### src/rtl/dc_dpcm_encoder.sv
// DC DPCM stage: per-component predictor differencing with MCU/restart scheduling and
// JPEG magnitude category, one registered output word per accepted DC coefficient.

module dc_dpcm_pred #(
  parameter int DATA_W = 11
) (
  input  logic              clk,
  input  logic              reset,
  input  logic              rst_clr,
  input  logic              sof_clr,
  input  logic              ld,
  input  logic [DATA_W-1:0] d,
  output logic [DATA_W-1:0] q
);
  // A restart boundary clears even the lane that just loaded; sof clears only idle lanes
  always_ff @(posedge clk) begin
    if (reset || rst_clr) q <= '0;
    else if (ld)          q <= d;
    else if (sof_clr)     q <= '0;
  end
endmodule

module dc_dpcm_encoder #(
  parameter int DATA_W       = 11,
  parameter int NUM_COMP     = 3,
  parameter int LUMA_BLOCKS  = 4,
  parameter int RST_INTERVAL = 0
) (
  input  logic                     clk,
  input  logic                     reset,
  input  logic                     sof,
  input  logic                     in_valid,
  output logic                     in_ready,
  input  logic signed [DATA_W-1:0] in_dc,
  output logic                     out_valid,
  input  logic                     out_ready,
  output logic signed [DATA_W:0]   out_diff,
  output logic [3:0]               out_cat,
  output logic [1:0]               out_comp,
  output logic                     out_rst,
  output logic                     out_mcu_last
);
  localparam int BLK_W = (LUMA_BLOCKS > 1) ? $clog2(LUMA_BLOCKS) : 1;
  localparam int MCU_W = (RST_INTERVAL > 1) ? $clog2(RST_INTERVAL) : 1;
  localparam logic [BLK_W-1:0] BLK_LAST  = BLK_W'(LUMA_BLOCKS - 1);
  localparam logic [1:0]       COMP_LAST = 2'(NUM_COMP - 1);
  localparam logic [MCU_W-1:0] MCU_LAST  = MCU_W'((RST_INTERVAL > 0) ? RST_INTERVAL - 1 : 0);

  logic [NUM_COMP-1:0][DATA_W-1:0] pred;
  logic [BLK_W-1:0] blk_cnt, blk_eff;
  logic [1:0]       comp_cnt, comp_eff;
  logic [MCU_W-1:0] mcu_cnt, mcu_eff;
  logic             rst_pend;
  logic             accept, mcu_last, restart_hit;
  logic [DATA_W-1:0] pred_sel;
  logic [DATA_W:0]   diff, mag;
  logic [3:0]        cat;

  assign in_ready = !out_valid || out_ready;
  assign accept   = in_valid && in_ready;

  // sof restarts the schedule for the word that carries it
  assign comp_eff = sof ? 2'd0 : comp_cnt;
  assign blk_eff  = sof ? '0 : blk_cnt;
  assign mcu_eff  = sof ? '0 : mcu_cnt;

  assign mcu_last    = (comp_eff == COMP_LAST) && ((comp_eff != 2'd0) || (blk_eff == BLK_LAST));
  assign restart_hit = (RST_INTERVAL != 0) && mcu_last && (mcu_eff == MCU_LAST);

  always_comb begin
    pred_sel = '0;
    if (!sof)
      for (int i = 0; i < NUM_COMP; i++)
        if (comp_cnt == 2'(i)) pred_sel = pred[i];
  end

  // Sign-extend both operands so the difference always fits in DATA_W+1 bits
  assign diff = {in_dc[DATA_W-1], in_dc} - {pred_sel[DATA_W-1], pred_sel};
  assign mag  = diff[DATA_W] ? (~diff + 1'b1) : diff;

  always_comb begin
    cat = '0;
    for (int i = 0; i <= DATA_W; i++)
      if (mag[i]) cat = 4'(i + 1);
  end

  for (genvar g = 0; g < NUM_COMP; g++) begin : g_lane
    dc_dpcm_pred #(.DATA_W(DATA_W)) u_pred (
      .clk     (clk),
      .reset   (reset),
      .rst_clr (accept && restart_hit),
      .sof_clr (accept && sof),
      .ld      (accept && (comp_eff == 2'(g))),
      .d       (in_dc),
      .q       (pred[g])
    );
  end

  always_ff @(posedge clk) begin
    if (reset) begin
      blk_cnt  <= '0;
      comp_cnt <= '0;
      mcu_cnt  <= '0;
      rst_pend <= 1'b0;
    end else if (accept) begin
      rst_pend <= restart_hit;
      if (mcu_last) begin
        blk_cnt  <= '0;
        comp_cnt <= '0;
        mcu_cnt  <= restart_hit ? '0 : mcu_eff + 1'b1;
      end else if ((comp_eff == 2'd0) && (blk_eff != BLK_LAST)) begin
        blk_cnt  <= blk_eff + 1'b1;
        comp_cnt <= 2'd0;
        mcu_cnt  <= mcu_eff;
      end else begin
        blk_cnt  <= '0;
        comp_cnt <= comp_eff + 2'd1;
        mcu_cnt  <= mcu_eff;
      end
    end
  end

  always_ff @(posedge clk) begin
    if (reset) begin
      out_valid    <= 1'b0;
      out_diff     <= '0;
      out_cat      <= '0;
      out_comp     <= '0;
      out_rst      <= 1'b0;
      out_mcu_last <= 1'b0;
    end else if (accept) begin
      out_valid    <= 1'b1;
      out_diff     <= diff;
      out_cat      <= cat;
      out_comp     <= comp_eff;
      out_rst      <= rst_pend && !sof;
      out_mcu_last <= mcu_last;
    end else if (out_ready) begin
      out_valid    <= 1'b0;
    end
  end
endmodule

### config.mk
export PLATFORM = sky130hd
export DESIGN_NAME = dc_dpcm_encoder
export DESIGN_NICKNAME = d
export VERILOG_FILES = /design/src/rtl/dc_dpcm_encoder.sv
export SDC_FILE = /design/constraint.sdc
export NUM_CORES = 1
export LEC_CHECK = 0
export CORE_AREA = 2 2 63 110
export CTS_CLUSTER_DIAMETER = 100
export DETAILED_ROUTE_END_ITERATION = 8
export DIE_AREA = 0 0 65 112
export HOLD_SLACK_MARGIN = 0.06
export PLACE_DENSITY_LB_ADDON = 0.05
export SKIP_CTS_REPAIR_TIMING = 1
export SKIP_LAST_GASP = 1
export SLEW_MARGIN = 20
export SYNTH_ARGS = -nofsm -noshare
export SYNTH_HDL_FRONTEND = slang
export SYNTH_SLANG_ARGS = --single-unit
### constraint.sdc
create_clock -name clk -period 10.8 [get_ports clk]
set_clock_uncertainty 0.1 [all_clocks]
set_input_delay 2.16 -clock clk [delete_from_list [all_inputs] [get_ports clk]]
set_output_delay 2.16 -clock clk [all_outputs]
set_load 0.01 [all_outputs]
**Run 1: met3 routing**

Bar = 20 um.
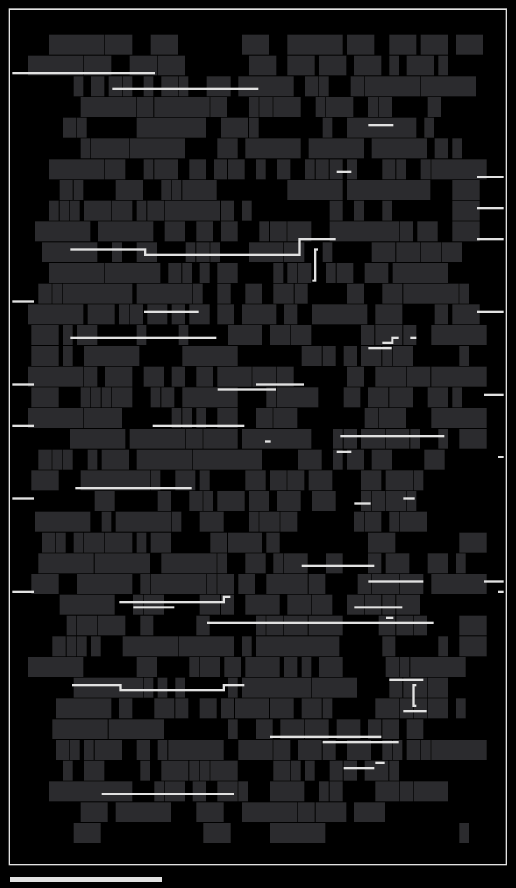
37 nets have wire on it. The layer holds 3.9% of the routed length. The wires run mostly horizontal. The layer carries 355 um of wire.
met3 usage: 5.35%
DRT Wirelength: 9060 um

**Run 1: signal wires on met1**

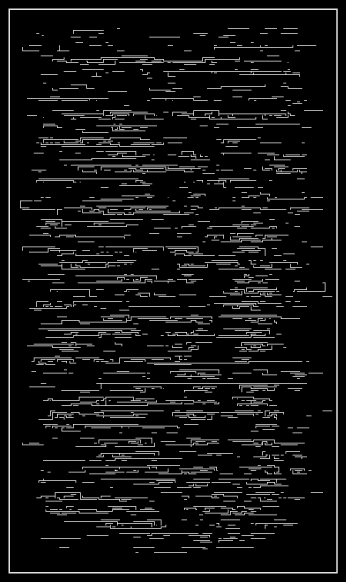
The longest straight run is 41.9 um. The wires run mostly horizontal. The layer holds 38% of the routed length. 455 nets have wire on it.
grt met1 use: 28.8%
vias: 3267

**Run 1: M2 wires**

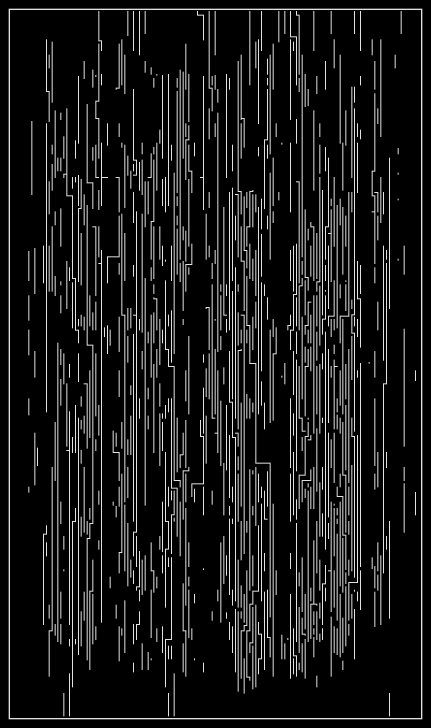
415 nets have wire on it. The layer carries 5010 um of wire. The layer holds 55% of the routed length. The wires run mostly vertical. The longest straight run is 58.8 um.

**Run 1: sequential cells grouped by signal name**

Bar = 20 um. Other sequential cells in the stronger gray, the rest of the logic in the fainter gray.
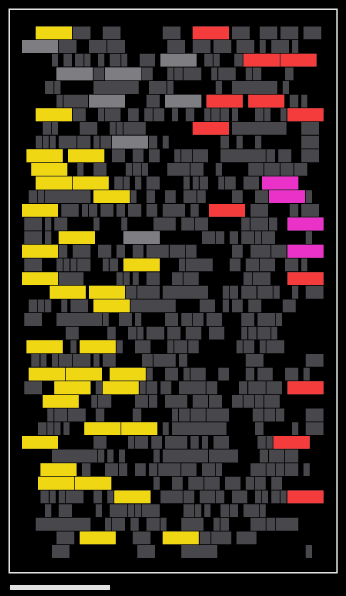
Key: magenta = out_cat [sequential cells 4]; yellow = g_lane.u_pred.q [sequential cells 33]; red = out_diff [sequential cells 12]

==> results.txt, run 1 <==
impl run done, here's what came out: status complete, no violations, Min Hold Slack 353 ps, hold_sp g_lane[0].u_pred.q[2], Worst Path Buf+Inv 2, clk slew on worst S/H paths 50 ps, Max Used Layer met4, Inst Count DP 530, Seq area share 27.5%, input/output buffers 36, routed wl met3 355 um, cell area power density 171 nW/um^2, Global Route met2 Usage 50.0%, flop count 57, most flop-heavy register g_lane.u_pred.q, clock network fraction of total power 47.5%, Regs by FF count g_lane.u_pred.q x33, out_diff x12, out_cat x4, P_leak 0.00149 uW, crit-path leading delay family simple AND/OR/NAND/NOR gates, final setup violation count 0, tapcell count 82, num ports 38, CTS tree done, AND/OR/NAND/NOR Cells, Area Fraction 22.5%, area grow syn2layout 20.3%, Psw 192 uW, pre-CTS WS 4400 ps, Comb area share 51.5%, RR Endpoint out_cat[3], MUX share of area 4.40%, Hold Path End g_lane[0].u_pred.q[2], Slew HR 27.3%, Seq share, synth 33.1%, cycle use final 56.6%, Syn. warnings 0, total iterations of the first detailed-routing run 5, largest power group the clock network, RSZ-0062 raised after global routing no, fin cells 546, final hold violations 0, met2 wire length 5010 um, initial antenna violation count 0, count of tool warnings 26, max reg flops 33, Mapped Area 3440 sq um, CTS Sinks 57, initial drt markers 251, most used routing layer met2, total CTS buffers 9
**Run 1: track usage over the die**

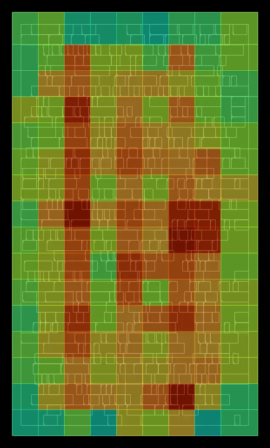

--- run 2 (diff from run 1) ---
CORE_AREA = 2 2 66 114   (was 2 2 63 110)
DIE_AREA = 0 0 68 116   (was 0 0 65 112)
clock period = 5.3 ns   (was 10.8 ns; I/O delays follow)
**Run 2: track usage over the die**

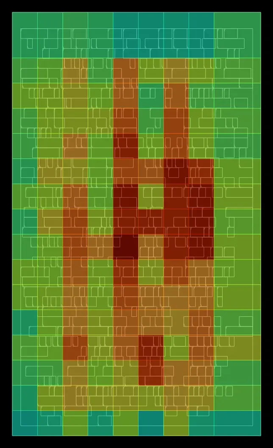
average routed wire per standard cell: 16.0 um
GRT Total Usage: 24.8%
post-layout util: 60.2%

**Run 2: metal 4**

Bar = 20 um.
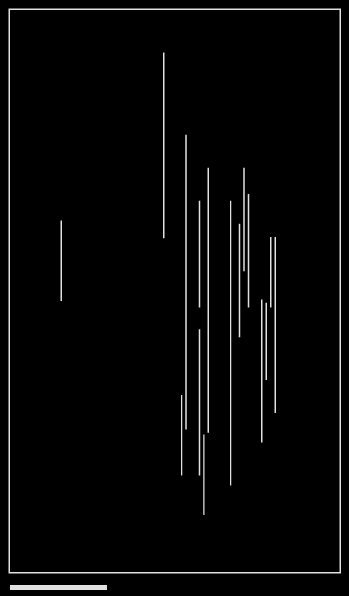
The wires run mostly vertical. The layer holds 5.3% of the routed length. The layer carries 475 um of wire. The longest straight run is 60.5 um. 16 nets have wire on it.

==> results.txt, run 2 <==
impl run done, here's what came out: Inst Count DP 544 (+2.6%), r2r setup slk 930 ps, final hold violations 0 (unchanged), EDFF count, synth 0, met3 usage 4.56% (-0.79 points), grt met1 use 25.2% (-3.6 points), Adder Share, Synth 5.31%, status complete, no violations, clock buffer count 14, Seq share, synth 33.1% (unchanged), CTS Sinks 57 (unchanged), fillers 652, area grow syn2layout 20.7%, Hold Path End g_lane[0].u_pred.q[2], FF/Latch Area 1140 sq um, Synth area leader dfxtp_1, Mapped Area 3440 sq um (unchanged), Required @ worst endpoint 5350 ps, Die ar. 7890 sq um, total CTS buffers 9 (unchanged), Dominant Register Cell dfxtp_1, cell area power density 313 nW/um^2 (+83%), top cells by count dfxtp_1, nor2_1, nand2_1, a21oi_1, a22oi_1, Logic inverters 11, Slew HR 28.9% (+1.6 points), Comb area share 51.3% (-0.17 points), Final Max Slew Viols 0, GP Congestion 0.900, CTS tree done, fin cells 560 (+2.6%), clock network fraction of total power 40.4% (-7.1 points), ranking of synthesized cells by area dfxtp_1, nor2_1, nand2_1, Max Used Layer met4, P_leak 0.00151 uW (+1.3%), Synth Register Bits 57, Psw 377 uW (+97%), Syn. warnings 0 (unchanged), Global Route met2 Usage 43.6% (-6.4 points), cell depth of the worst setup path 13, post-layout min period 4720 ps, post-synth cell types 65, Seq area share 27.4% (-0.091 points), Regs by FF count g_lane.u_pred.q x33, out_diff x12, out_cat x4, routed wl met3 296 um (-17%), RR Endpoint out_cat[3], Power Combinational 318 uW, Worst Path Buf+Inv 2 (unchanged), MUX share of area 4.40% (unchanged), DRT Wirelength 8950 um (-1.2%), initial antenna violation count 0 (unchanged), first-pass GRT wire length 14800 um, Non-clock buffers 50, layout cells sized above 1 7.98%, Power Sequential 457 uW, critical path class input pin to flop, tapcell count 84 (+2.4%), max reg flops 33 (unchanged), most flop-heavy register g_lane.u_pred.q, clk slew on worst S/H paths 50 ps (about the same), vias 3272 (+0.15%), Post-DP HPWL 6740 um, Min Hold Slack 350 ps (-2.39 ps), Pint 924 uW, met2 wire length 4830 um (-3.6%), Critical Path Sink out_cat[3], Combinational Power Share 24.5%, worst slew pin tran 1070 ps, Die Y 116 um, largest power group the clock network, initial drt markers 207 (-18%), num ports 38 (unchanged), Worst R2R Path Depth 15, RSZ-0062 raised after global routing no, count of tool warnings 26 (unchanged), cell with the largest stage delay on the worst path or4_4, final setup violation count 0 (unchanged), max_cap viols 0, cell total in the yosys stat output 441, total iterations of the first detailed-routing run 4 (-1), r2r startpoint comp_cnt[1], most used routing layer met2, hold_sp g_lane[0].u_pred.q[2], post-synth top area share 33.1%, cycle use final 89.1%, crit-path leading delay family simple AND/OR/NAND/NOR gates, pre-CTS WS 244 ps (-4160 ps), input/output buffers 36 (unchanged), AND/OR/NAND/NOR Cells, Area Fraction 22.5% (unchanged), Max Root-Sink Buffers 2, flop count 57 (unchanged)
**Run 2: M2 wires**

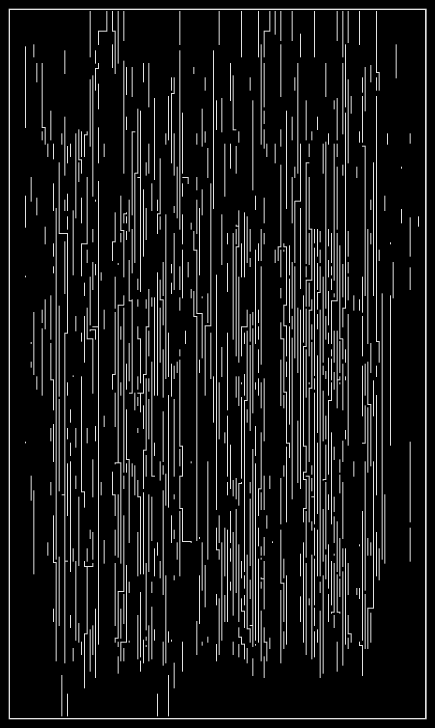

--- run 3 (diff from run 2) ---
CORE_AREA = 2 2 67 116   (was 2 2 66 114)
DIE_AREA = 0 0 69 118   (was 0 0 68 116)
SYNTH_HIERARCHICAL = 1   (was not set)
**Run 3: M2 wires**

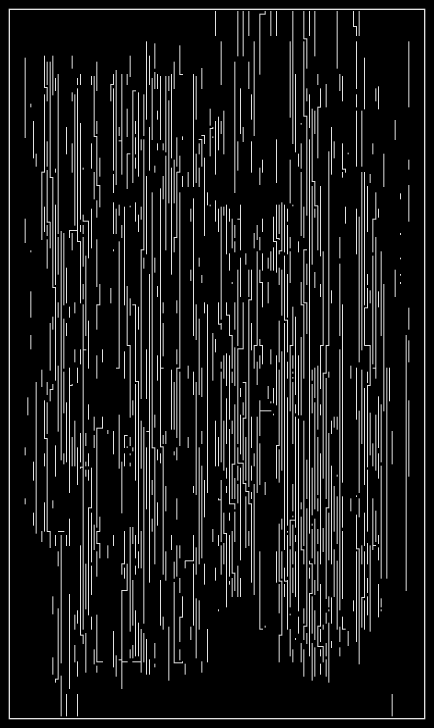
The longest straight run is 65.6 um. The wires run mostly vertical. 430 nets have wire on it. The layer carries 5050 um of wire. The layer holds 54% of the routed length.

**Run 3: track usage over the die**

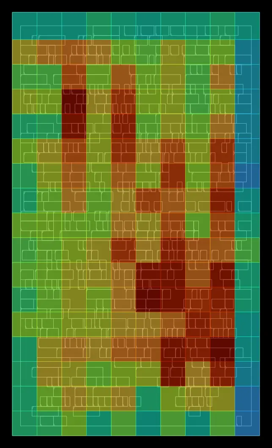
post-layout util: 60.2%
most used routing layer: met2
met3 usage: 5.14%
Global Route met2 Usage: 43.0%

==> results.txt, run 3 <==
impl run done, here's what came out: cell total in the yosys stat output 460 (+4.3%), Worst R2R Path Depth 15 (unchanged), EDFF count, synth 0 (unchanged), met2 wire length 5050 um (+4.7%), Combinational Power Share 20.2% (-4.3 points), cycle use final 86.9% (-2.2 points), P_leak 0.00148 uW (-1.8%), fin cells 578 (+3.2%), DRT Wirelength 9440 um (+5.6%), total CTS buffers 9 (unchanged), Non-clock buffers 43 (-14%), initial antenna violation count 0 (unchanged), input/output buffers 36 (unchanged), Max Root-Sink Buffers 2 (unchanged), average routed wire per standard cell 16.3 um (+2.3%), Comb area share 54.5% (+3.1 points), GP Congestion 0.876 (-2.6%), count of tool warnings 26 (unchanged), Logic inverters 7 (-4), num ports 38 (unchanged), pre-CTS WS 351 ps (+107 ps), RSZ-0062 raised after global routing no, max_cap viols 0 (unchanged), cell area power density 289 nW/um^2 (-7.6%), Power Combinational 253 uW (-20%), MUX share of area 3.56% (-0.84 points), Seq area share 26.4% (-1.1 points), max reg flops 33 (unchanged), Worst Path Buf+Inv 2 (unchanged), worst slew pin tran 1020 ps (-50.1 ps), r2r startpoint comp_cnt[1], cell with the largest stage delay on the worst path clkdlybuf4s50_1, tapcell count 86 (+2.4%), top cells by count nand2_1, a21oi_1, dfxtp_1, nor2_1, or3b_1, Mapped Area 3660 sq um (+6.3%), Adder Share, Synth 4.99% (-0.31 points), Slew HR 32.2% (+3.3 points), Required @ worst endpoint 5450 ps (+100 ps), Final Max Slew Viols 0 (unchanged), final hold violations 0 (unchanged), routed wl met3 330 um (+11%), ranking of synthesized cells by area dfxtp_1, a21oi_1, nand2_1, Pint 898 uW (-2.8%), GRT Total Usage 23.9% (-0.88 points), total iterations of the first detailed-routing run 4 (unchanged), clock network fraction of total power 43.6% (+3.2 points), CTS tree done, Seq share, synth 31.2% (-1.9 points), Synth Register Bits 57 (unchanged), fillers 667 (+2.3%), vias 3410 (+4.2%), cell depth of the worst setup path 13 (unchanged), Syn. warnings 6 (+6), hold_sp out_diff[4], area grow syn2layout 18.3%, Hold Path End out_diff[4], Die ar. 8140 sq um (+3.2%), critical path class input pin to flop, Die Y 118 um (+1.7%), Dominant Register Cell dfxtp_1, initial drt markers 198 (-4.3%), Inst Count DP 563 (+3.5%), post-synth cell types 66 (+1.5%), post-layout min period 4610 ps (-116 ps), status complete, no violations, Psw 354 uW (-6.2%)
No activity file was given, so power comes from the tool's default toggle rates.
